### Metal layers overlaid

Bar = 50 µm.
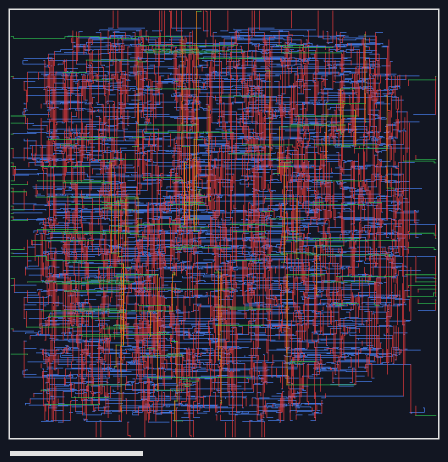
### Clock wiring as the flow saved it

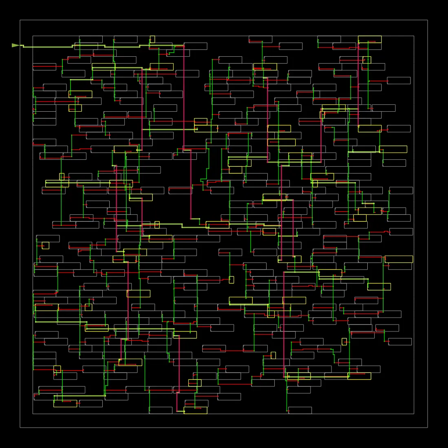
### Cells by drive strength

Bar = 50 µm.
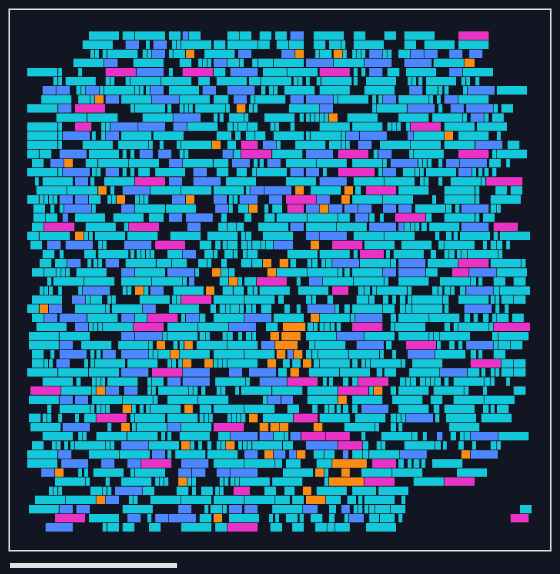
### Sequential cells coloured by netlist name

Bar = 50 µm.
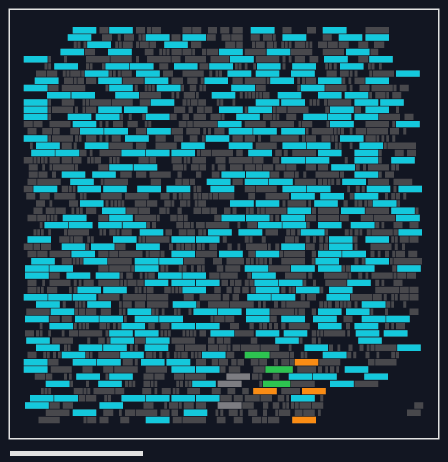
### Nets reached from selected ports

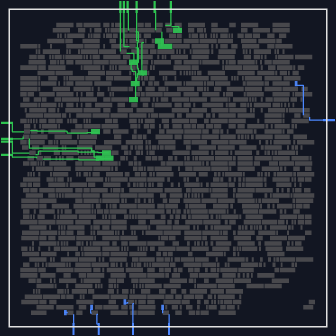
[src/rtl/mem_fifo_pkg.sv]
// Shared types and constants for the memory-stage access FIFO.
// Widths of address, latency and timestamp fields live here.
package mem_fifo_pkg;

  localparam int ADDR_W  = 5;
  localparam int DELAY_W = 10;
  localparam int TIME_W  = 16;

  typedef struct packed {
    logic [ADDR_W-1:0] addr;
    logic [TIME_W-1:0] in_time;
    logic [TIME_W-1:0] out_time;
  } mem_req_t;

  // Wraps modulo 2^TIME_W on purpose.
  function automatic logic [TIME_W-1:0] due_time(
    input logic [TIME_W-1:0]  now,
    input logic [DELAY_W-1:0] dly
  );
    return now + TIME_W'(dly);
  endfunction

endpackage

[src/rtl/mem_fifo_ptr_ctrl.sv]
// Pointer, occupancy and push/pop qualification for mem_access_fifo.
// MEM_FIFO_ALMOST_FULL_EN: full flag raised one slot early.
module mem_fifo_ptr_ctrl #(
  parameter int DEPTH = 8,
  parameter int AW    = $clog2(DEPTH)
) (
  input  logic          clk,
  input  logic          rst_ni,
  input  logic          push_req_i,
  input  logic          pop_req_i,
  output logic          push_o,
  output logic          pop_o,
  output logic [AW-1:0] wr_ptr_o,
  output logic [AW-1:0] rd_ptr_o,
  output logic          empty_o,
  output logic          full_o
);

  logic [AW:0]   occ_q, occ_d;
  logic [AW-1:0] wr_q, wr_d;
  logic [AW-1:0] rd_q, rd_d;
  logic          real_full;

  assign real_full = (occ_q == (AW+1)'(DEPTH));
  assign empty_o   = (occ_q == '0);
  assign push_o    = push_req_i & ~real_full;
  assign pop_o     = pop_req_i & ~empty_o;

  always_comb begin
    wr_d  = wr_q + AW'(push_o);
    rd_d  = rd_q + AW'(pop_o);
    occ_d = occ_q + (AW+1)'(push_o)
                  - (AW+1)'(pop_o);
  end

  always_ff @(posedge clk or negedge rst_ni) begin
    if (!rst_ni) begin
      occ_q <= '0;
      wr_q  <= '0;
      rd_q  <= '0;
    end else begin
      occ_q <= occ_d;
      wr_q  <= wr_d;
      rd_q  <= rd_d;
    end
  end

`ifdef MEM_FIFO_ALMOST_FULL_EN
  assign full_o = (occ_q >= (AW+1)'(DEPTH-1));
`else
  assign full_o = real_full;
`endif

  assign wr_ptr_o = wr_q;
  assign rd_ptr_o = rd_q;

endmodule

[src/rtl/mem_access_fifo.sv]
// Time-stamped pending-access queue for the SIMD memory stage.
// MEM_FIFO_ALMOST_FULL_EN: see mem_fifo_ptr_ctrl.
module mem_access_fifo
  import mem_fifo_pkg::*;
#(
  parameter int DEPTH = 8
) (
  input  logic               clk,
  input  logic               reset,
  input  logic               stall_i,
  input  logic               i,
  input  logic [ADDR_W-1:0]  RAM_Addr_i,
  input  logic [DELAY_W-1:0] Delay,
  input  logic [TIME_W-1:0]  count,
  input  logic               o,
  input  logic               FIFOIn,
  output logic [ADDR_W-1:0]  RAM_Addr_o,
  output logic [TIME_W-1:0]  HeadOutTime,
  output logic [TIME_W-1:0]  HeadInTime,
  output logic               full
);

  localparam int AW = $clog2(DEPTH);

  mem_req_t [DEPTH-1:0] mem_q;
  mem_req_t             req_d;
  mem_req_t             head;
  logic [AW-1:0]        wr_ptr, rd_ptr;
  logic                 push, pop, empty;

  mem_fifo_ptr_ctrl #(
    .DEPTH (DEPTH),
    .AW    (AW)
  ) u_ptr (
    .clk        (clk),
    .rst_ni     (reset),
    .push_req_i (i & FIFOIn & ~stall_i),
    .pop_req_i  (o),
    .push_o     (push),
    .pop_o      (pop),
    .wr_ptr_o   (wr_ptr),
    .rd_ptr_o   (rd_ptr),
    .empty_o    (empty),
    .full_o     (full)
  );

  always_comb begin
    req_d.addr     = RAM_Addr_i;
    req_d.in_time  = count;
    req_d.out_time = due_time(count, Delay);
  end

  always_ff @(posedge clk or negedge reset) begin
    if (!reset) begin
      mem_q <= '0;
    end else if (push) begin
      mem_q[wr_ptr] <= req_d;
    end
  end

  // pop only moves rd_ptr; the slot is simply overwritten later
  assign head = empty ? '0 : mem_q[rd_ptr];

  assign RAM_Addr_o  = head.addr;
  assign HeadInTime  = head.in_time;
  assign HeadOutTime = head.out_time;

endmodule

[config.mk]
export PLATFORM = sky130hd
export DESIGN_NAME = mem_access_fifo
export DESIGN_NICKNAME = d
export VERILOG_FILES = /design/src/rtl/mem_fifo_pkg.sv /design/src/rtl/mem_fifo_ptr_ctrl.sv /design/src/rtl/mem_access_fifo.sv
export SDC_FILE = /design/constraint.sdc
export NUM_CORES = 1
export LEC_CHECK = 0
export CAP_MARGIN = 20
export CORE_MARGIN = 5
export CORE_UTILIZATION = 62
export CTS_BUF_LIST = sky130_fd_sc_hd__clkbuf_4 sky130_fd_sc_hd__clkbuf_8 sky130_fd_sc_hd__clkbuf_16
export DETAILED_ROUTE_END_ITERATION = 6
export MAX_ROUTING_LAYER = met4
export PLACE_DENSITY_LB_ADDON = 0.15
export SETUP_SLACK_MARGIN = 0.02
export SYNTH_ARGS = -nofsm -noshare
export SYNTH_HDL_FRONTEND = slang
export SYNTH_SLANG_ARGS = --single-unit
[constraint.sdc]
create_clock -name clk -period 3.35 [get_ports clk]
set_input_delay 0.335 -clock clk [delete_from_list [all_inputs] [get_ports clk]]
set_output_delay 0.335 -clock clk [all_outputs]
set_load 0.02 [all_outputs]
==> flow_metrics.env <==
# physical design summary
export IMPL_htreeDepth=2
export IMPL_path_clk_slew_ns=0.06
export IMPL_cp_endpoint="HeadOutTime[9]"
export IMPL_worstReg2RegEnd="mem_q[49]"
export IMPL_gr_usage_met3=0.04593
export IMPL_antenna_found_initial=1
export IMPL_synth_area_yosys_um2=14200
export IMPL_clock_tree_from_tritoncts="done"
export IMPL_initial_utilization=0.6291
export IMPL_cellPowerDensity_nw_per_um2=959.1
export IMPL_average_routed_wire_per_standard_cell_um=21.50
export IMPL_crit_chain="buf_4, mux4_2, mux2i_1, nor2_1, clkdlybuf4s50_1"
export IMPL_n_fill_cell=1518
export IMPL_outcome="finished, final reports clean"
export IMPL_post_layout_nonfiller_instances=1621
export IMPL_layout_area_top_class="sequential cells"
export IMPL_num_io_pins=75
export IMPL_finalCriticalPeriod_ns=3.111
export IMPL_post_synth_cell_area_avg_um2=11.70
export IMPL_reg2regPathDepth=7
export IMPL_grt_overflow=0
export IMPL_yosys_warnings=0
export IMPL_die_x_um=161.3
export IMPL_maxSlewHeadroom=0.4901
export IMPL_numSequentialCells=306
export IMPL_summed_instance_area_of_the_synthesized_netlist_um2=14200
export IMPL_yosys_cell_count_top_type="sky130_fd_sc_hd__nand2_1"
export IMPL_kind_of_start_point_of_the_critical_path="register"
export IMPL_power_internal_mw=10.79
export IMPL_floorplan_nets=1271
export IMPL_reg2reg_from="u_ptr.occ_q[2]"
export IMPL_number_of_flip_flops_in_the_largest_register=296
export IMPL_worst_endpoint_required_ns=3.01
export IMPL_synth_area_top_cells="sky130_fd_sc_hd__dfrtp_1 54%, sky130_fd_sc_hd__mux4_2 12%, sky130_fd_sc_hd__nand2_1 9.8%"
export IMPL_busiest_layer="met2"
export IMPL_setup_violating_endpoint_count_in_the_final_report=0
export IMPL_drcViolationCount=0
Back to the opening pictures, 'Metal layers overlaid':
| colour | layer | wire length |
|---|---|---|
| blue | M1 | 14,900 µm |
| red | M2 | 16,800 µm |
| green | M3 | 2,170 µm |
| orange | M4 | 935 µm |

Back to the opening pictures, 'Clock wiring as the flow saved it':
clk_buf instances: 47
final setup skew: 0.006710 ns

Back to the opening pictures, 'Cells by drive strength':
| colour | size | cells | share |
|---|---|---|---|
| magenta | x6 and larger | 54 | 4.0% |
| blue | x2 | 210 | 16% |
| orange | x3 and x4 | 69 | 5.2% |
| cyan | x1 and smaller | 1,002 | 75% |
relative area change from synthesis to final layout: 18.12%
layout buffer count excluding clock buffers: 140
final non-filler cell area: 16,770 µm²

Back to the opening pictures, 'Sequential cells coloured by netlist name':
| colour | signal | flops |
|---|---|---|
| cyan | mem_q | 296 |
| green | u_ptr.rd_ptr_o | 3 |
| orange | u_ptr.occ_q | 4 |
reported sequential group power: 6.13 mW
Sequential cell area: 7666 µm²
final core utilization: 0.7431
Seq area share: 0.4571

Back to the opening pictures, 'Nets reached from selected ports':
| colour | port | bits | direction | end cells | buffers | wire |
|---|---|---|---|---|---|---|
| blue | RAM_Addr_o | 5 | output | 5 | 5 | 67.1 µm |
| green | Delay | 10 | input | 11 | 10 | 402 µm |

No activity file was given, so power comes from the tool's default toggle rates.
